### Signal metal coverage by tile

Scale: 4 px per um. The die is cut into 15 by 15 equal tiles; dark purple is low, yellow is high, scaled to the fullest tile. Values are wire area over tile area, all layers added.
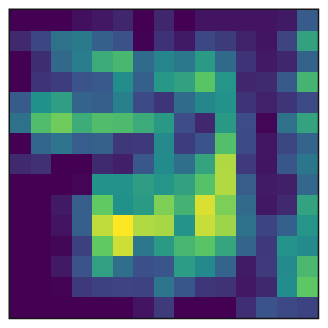
### Cell sizes after repair

Scale: 4 px per um.
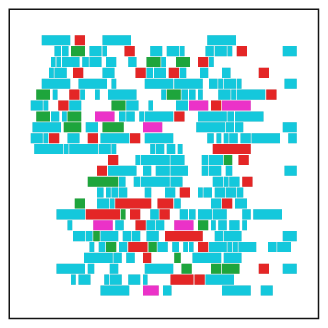
### M3 wires

Scale: 4 px per um. Cells faint in the background.
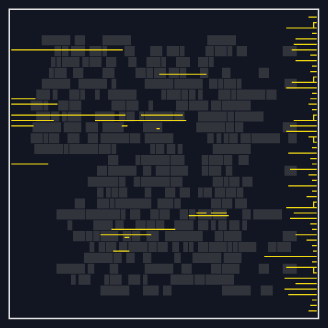
### Clock nets

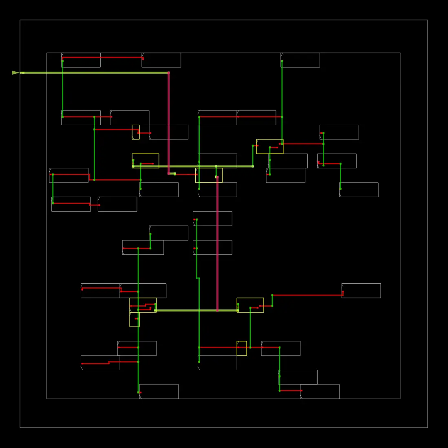
## config.mk

```make
export PLATFORM = sky130hd
export DESIGN_NAME = deint_frame_sync_ctrl
export DESIGN_NICKNAME = d
export VERILOG_FILES = /design/src/rtl/deint_frame_sync_ctrl.sv
export SDC_FILE = /design/constraint.sdc
export NUM_CORES = 1
export LEC_CHECK = 0
export CORE_MARGIN = 5
export CORE_UTILIZATION = 50
export CTS_CLUSTER_DIAMETER = 120
export CTS_CLUSTER_SIZE = 16
export DETAILED_ROUTE_END_ITERATION = 6
export DONT_BUFFER_PORTS = 1
export SLEW_MARGIN = 20
export SYNTH_ARGS = -nofsm -noshare
export SYNTH_HDL_FRONTEND = slang
export SYNTH_SLANG_ARGS = --single-unit
```

## constraint.sdc

```tcl
create_clock -name clk -period 2.7 [get_ports clk]
set_input_delay 0.81 -clock clk [delete_from_list [all_inputs] [get_ports clk]]
set_output_delay 0.81 -clock clk [all_outputs]
set_load 0.05 [all_outputs]
```

## src/rtl/deint_frame_sync_ctrl.sv

```systemverilog
// Frame-synchronisation controller for de_interleaver_v2: hunts, verifies and
// flywheels on the frame marker, forwarding only payload words downstream.
module deint_frame_sync_ctrl #(
    parameter int          FRAME_SIZE_IN_WORDS = 70,
    parameter int          NUM_CODEWORDS       = 4,
    parameter logic [31:0] SYNC_WORD           = 32'h1ACFFC1D,
    parameter logic [31:0] SYNC_MASK           = 32'hFFFFFFFF,
    parameter int          VERIFY_CNT          = 2,
    parameter int          MISS_LIMIT          = 3
) (
    input  logic        clk,
    input  logic        rst,
    input  logic [31:0] s_axis_tdata,
    input  logic        s_axis_tvalid,
    output logic        s_axis_tready,
    output logic [31:0] m_axis_tdata,
    output logic        m_axis_tvalid,
    input  logic        m_axis_tready,
    output logic        sync_reset_o,
    output logic        locked_o,
    output logic [15:0] lock_loss_cnt_o
);
    localparam int BLOCK_WORDS = FRAME_SIZE_IN_WORDS * NUM_CODEWORDS;
    localparam int SW = $clog2(BLOCK_WORDS + 1);
    localparam int MW = $clog2(VERIFY_CNT + 1);
    localparam int XW = $clog2(MISS_LIMIT + 1);

    typedef enum logic [1:0] {HUNT, VERIFY, LOCK} state_t;

    state_t          state, state_n;
    logic [SW-1:0]   slot_cnt, slot_cnt_n, slot_inc;
    logic [MW-1:0]   match_cnt, match_cnt_n, match_inc;
    logic [XW-1:0]   miss_cnt, miss_cnt_n, miss_inc;
    logic [15:0]     loss_cnt_n;
    logic            sync_n;
    logic            is_match, payload_slot, accept;

    always_ff @(posedge clk) begin
        if (rst) begin
            state           <= HUNT;
            slot_cnt        <= '0;
            match_cnt       <= '0;
            miss_cnt        <= '0;
            sync_reset_o    <= 1'b0;
            locked_o        <= 1'b0;
            lock_loss_cnt_o <= '0;
        end else begin
            state           <= state_n;
            slot_cnt        <= slot_cnt_n;
            match_cnt       <= match_cnt_n;
            miss_cnt        <= miss_cnt_n;
            sync_reset_o    <= sync_n;
            locked_o        <= (state_n == LOCK);
            lock_loss_cnt_o <= loss_cnt_n;
        end
    end

    always_comb begin
        state_n      = state;
        slot_cnt_n   = slot_cnt;
        match_cnt_n  = match_cnt;
        miss_cnt_n   = miss_cnt;
        loss_cnt_n   = lock_loss_cnt_o;
        sync_n       = 1'b0;

        is_match     = ((s_axis_tdata ^ SYNC_WORD) & SYNC_MASK) == '0;
        payload_slot = (state == LOCK) && (slot_cnt != '0);
        // Slot 1 is held off while the sync pulse is out so the de-interleaver
        // never sees its sync and a payload transfer in the same cycle.
        s_axis_tready = payload_slot ? (m_axis_tready && !sync_reset_o) : 1'b1;
        m_axis_tvalid = payload_slot && s_axis_tvalid && !sync_reset_o;
        m_axis_tdata  = s_axis_tdata;
        accept        = s_axis_tvalid && s_axis_tready;

        slot_inc  = (slot_cnt == SW'(BLOCK_WORDS)) ? '0 : slot_cnt + 1'b1;
        match_inc = match_cnt + 1'b1;
        miss_inc  = miss_cnt + 1'b1;

        if (accept) begin
            unique case (state)
                HUNT: begin
                    if (is_match) begin
                        state_n     = VERIFY;
                        slot_cnt_n  = SW'(1);
                        match_cnt_n = '0;
                    end
                end
                VERIFY: begin
                    if (slot_cnt != '0) begin
                        slot_cnt_n = slot_inc;
                    end else if (is_match) begin
                        slot_cnt_n  = SW'(1);
                        match_cnt_n = match_inc;
                        if (match_inc == MW'(VERIFY_CNT)) begin
                            state_n    = LOCK;
                            miss_cnt_n = '0;
                            sync_n     = 1'b1;
                        end
                    end else begin
                        state_n    = HUNT;
                        slot_cnt_n = '0;
                    end
                end
                LOCK: begin
                    if (slot_cnt != '0) begin
                        slot_cnt_n = slot_inc;
                    end else if (is_match) begin
                        slot_cnt_n = SW'(1);
                        miss_cnt_n = '0;
                        sync_n     = 1'b1;
                    end else if (miss_inc == XW'(MISS_LIMIT)) begin
                        state_n    = HUNT;
                        slot_cnt_n = '0;
                        miss_cnt_n = '0;
                        loss_cnt_n = (lock_loss_cnt_o == 16'hFFFF) ? lock_loss_cnt_o
                                                                   : lock_loss_cnt_o + 16'd1;
                    end else begin
                        slot_cnt_n = SW'(1);
                        miss_cnt_n = miss_inc;
                    end
                end
                default: begin
                    state_n    = HUNT;
                    slot_cnt_n = '0;
                end
            endcase
        end
    end
endmodule

```

==> design notes <==
The report lists the number of standard-cell rows as 24. The capture instance of the worst register-to-register path was slot_cnt[0]$_SDFFE_PP0P_. Once detail routing completed, the nets flagged for antenna violations numbered 0. Flip-flop count of the largest register, all copies and words added: 16. The clock network consumes a total of 361 uW. The tools report the internal power of the cells as 670 uW. Signal nets in the final route climb as high as met4. In the final layout, flip-flops and latches take up 28.1% of the cell area.

Looking at hold timing, the worst path starts from slot_cnt[1]$_SDFFE_PP0P_. The run gives 0.00224 mm2 as the chip area from the yosys synthesis statistics. Before any placement, the netlist area is recorded as 0.00224 mm2. Counting tap cells, the placed design contains a total of 293 instances. The run finished with clean final reports.

In the layout the commonest cells are 31 x sky130_fd_sc_hd__dfxtp_1, 29 x sky130_fd_sc_hd__nor2_1, 28 x sky130_fd_sc_hd__buf_4. Multi-input logic gates represent a cell area share of 54.5%. For hold timing, the worst endpoint is slot_cnt[1]$_SDFFE_PP0P_. For the pin with the worst max-slew slack, the measured transition is 550 ps. The quantity of gates resized following cts was 1.

The post-synth register bit count is 33. Combinational power for this build is 12.1 uW. Kind of path behind the tightest hold check: reg2reg. During synthesis, Yosys emitted a total of 0 warnings. After synthesis, the share of cell area in mux cells is 1.34%. Per the synth stats, the proportion of register bits with asynchronous set or reset is 0%. In this run the power spent charging and discharging nets is 189 uW. The logs give 170 ps for the minimum setup slack among reg-to-reg paths and 0 for the number of hold violations in the final report. The run gives 22.0% for the switching share of power.

The leakage component of the power was reported as 0.000872 uW. The tools report the number of max-cap violations as 0. After detailed routing, the number of remaining DRC violations is 0. The synthesized netlist was found by Yosys to have 257 cells. The via count of the first global-routing pass was 1673; the number of levels the H-tree was split into was 2. The top contributor to total power was registers. For this run, the detailed router reports a per-instance via density of 5.77. In the final layout, the fill cell count is 389. After clock tree synthesis, the flow added hold-fix buffers numbering 0. The run gives 1.4% for the proportion of power drawn by combinational gates. The final antenna diode tally reported by the flow is 0. After layout the signal buffers, clock cells excluded, come to 10.2% of cell area. Sequential cells were found to cover 29.5% of the synthesized design area. The average cell area after synthesis was 8.71 um2; the largest fanout on the critical path was 3.

The cell depth of the worst min-delay path is 2. The power per cell area was 363 mW/mm2. In this run the clock root is driven by a sky130_fd_sc_hd__clkbuf_8. The total length of routed met3 wires was 387 um; the final setup skew was 6.85 ps. TritonCTS built the clock tree. Initial detailed-routing violation count: 150.

Sorting the Yosys area breakdown by cell type puts at the top sky130_fd_sc_hd__dfxtp_1. The synthesis report lists the most area-consuming cells as sky130_fd_sc_hd__dfxtp_1 29%, sky130_fd_sc_hd__buf_4 11%, sky130_fd_sc_hd__xnor2_1 5.9%. And-or/or-and share of the synthesized area: 11.4%. The flow inserted 52 tap cells. Yosys reports that the leading cell type by area covers 29.5% of the netlist area.

Per the CTS log, the buffer count on the longest clock path is 2. The worst path uses 98.4% of the clock period. STA classifies the critical path endpoint as an output pin. The fraction of area in clock buffers and inverters came out at 3.49%. Sequential group power: 485 uW. The wire length the detailed router placed on met1 is 2120 um, and the sequential share of power is 56.5%.

The dominant logic cell type in the layout is sky130_fd_sc_hd__dfxtp_1. For the worst hold margin, the log shows 478 ps. The run gives 666 um2 for the sequential cell area in the final layout. In the layout the tool counted multi-input logic cells amounting to 178. On the reported timing paths, the clock transition at the registers reads 60 ps. At floorplan, the net count of the design was reported as 301. The run gives 76.9 um for the height of the die. The global-route wire length before repair is 8020 um.

The worst setup path is launched from a flip-flop. With the post-CTS setup-driven buffer insertion count at 1, the length in cells of the worst reg-to-reg path is 9. The congestion estimate from routability-driven global placement came to 0.832.

In this run the standard cell core region covers 0.00435 mm2. The number of input and output port buffers inserted came out at 0. The logs give 4 for the number of detailed-routing iterations run before antenna repair and 297 for the total number of nets in the final design. By count the netlist is led by 33 x sky130_fd_sc_hd__dfxtp_1, 32 x sky130_fd_sc_hd__buf_4, 29 x sky130_fd_sc_hd__nor2_1, 15 x sky130_fd_sc_hd__xnor2_1, 11 x sky130_fd_sc_hd__nand2_1. In the final layout, excluding clock inverters the inverter count is 5. The logs give 1890 ps for the required time of the worst setup path and 51 for the tally of unique sky130hd cells used after synthesis. For the core utilization before placement, the log shows 51.4%. The wire-length estimate of the detail-placed layout is 3640 um. In this run, synthesis inferred 0 flip-flops with an integrated enable. Max-slew check failures listed in the final report amount to 0. Looking at the cell usage after synthesis, the top flip-flop cell is sky130_fd_sc_hd__dfxtp_1. The logs give 27 for the maximum number of pins on one net before global-route repair and 54.3% for the share of the core filled with cells in the final layout. The worst path in the final design needs a cycle of 2660 ps, including I/O delays and setup. After Yosys synthesis, and, or, nand and nor cells account for 31.7% of the synthesized area. The arrival time at the worst endpoint was 1850 ps. In this run the count of I/O pins placed on the die edge is 88. The run gives 30 for the total tool warning count. By startpoint and endpoint, the worst setup path is classified as reg2out.

Final setup violation count: 0. Looking at the area split, the leading class of cells is logic gates. The synthesized instance count is 257. Static timing analysis puts the maximum clock frequency at 376 MHz.

The multi-input combinational cells in the finished layout cover a total of 0.00129 mm2. The run gives 63.3% as the worst relative slew slack. Launch point of the worst path: slot_cnt[0]$_SDFFE_PP0P_.

Per report_power, the clock group accounts for 42.0% of the total. Per the power-grid run, VDD falls by no more than 0.263 mV. The most numerous cell in the Yosys netlist is sky130_fd_sc_hd__dfxtp_1. Of the cells placed in the final design, the portion with a size suffix greater than 1 is 25.6%. The total overflow reported by the global router is 0. Following the worst setup path forward leads to its endpoint at s_axis_tready. In the final layout, the registers with the most flip-flops are lock_loss_cnt_o: 16 flops, slot_cnt: 9 flops. According to the floorplan report, the die width is 76.9 um.

The cell-mix breakdown from Yosys lists the adder-cell area share as 4.47%. After detailed routing, the met2 layer carries 2320 um of wire. The final standard cell count with taps included and fillers excluded is 306. More flip-flops sit in one register than any other, and that register is lock_loss_cnt_o. In this run the critical register-to-register path is launched from slot_cnt[0]$_SDFFE_PP0P_. The xor-xnor portion of the synthesized cell area is 7.82%, and the initial antenna violation count is 0. At the placement stage, the worst setup path has a slack of 123 ps. Yosys shows that the main logic family after synthesis is simple AND/OR/NAND/NOR gates.
Notes on 'Signal metal coverage by tile' above:
fullest tile = 0.44
emptiest ninth of the die = south-west
nearly empty tiles = 16%
mean over tiles = 0.13
tiles over half the peak = 25%
average wire per standard cell: 16.0 um
vias post-DR: 1767
Total GRT Usage: 16.2%
Routed WL: 4880 um

Notes on 'Cell sizes after repair' above:
_0 and _1 cells -> cyan  # cells 189
_2 cells -> green  # cells 22
_6 and larger -> magenta  # cells 7
_3 and _4 cells -> red  # cells 36
final setup slack of the worst path: 43.2 ps
Area Overhead vs Synth: 5.64%
finished layout cell area: 0.00237 mm2
Non-Clock Buffer Count: 30

Notes on 'M3 wires' above:
wire length on this layer = 388 um
share of all routed wire = 8.0%
nets with wire on the layer = 46
longest straight run = 28.3 um
main direction = horizontal
met3 capacity usage during global routing: 4.22%

Notes on 'Clock nets' above:
TritonCTS buffer count: 5
Layout clock buffers: 6
clk ins delay skew pair: 290 ps
Clock Sink Count: 33
final sequential cell count: 33

==> routing by layer <==
layer / GRT usage (%) / vias to the layer above
li1: - / 881
met1: 21.0 / 794
met2: 26.5 / 86
met3: 4.22 / 6
met4: 4.02 / 0
met5: 0 / -
==> through the flow <==
step	total power (uW)	setup TNS [ps]	area, um2
final	859	0	2370
after global routing	898	-8.65	2370
after CTS	869	0	2310
after detailed placement	510	0	2220
after global placement	510	0	2220
after floorplan	642	0	2240
==> critical path: stages, from the launching register on <==
cell                       delay, ps
sky130_fd_sc_hd__dfxtp_4         360
sky130_fd_sc_hd__inv_4            60
sky130_fd_sc_hd__ha_4            110
sky130_fd_sc_hd__or4b_4          500
sky130_fd_sc_hd__o311ai_4        330
sky130_fd_sc_hd__buf_6           210
Power figures rest on the tool's default switching activity, not on a simulated workload.
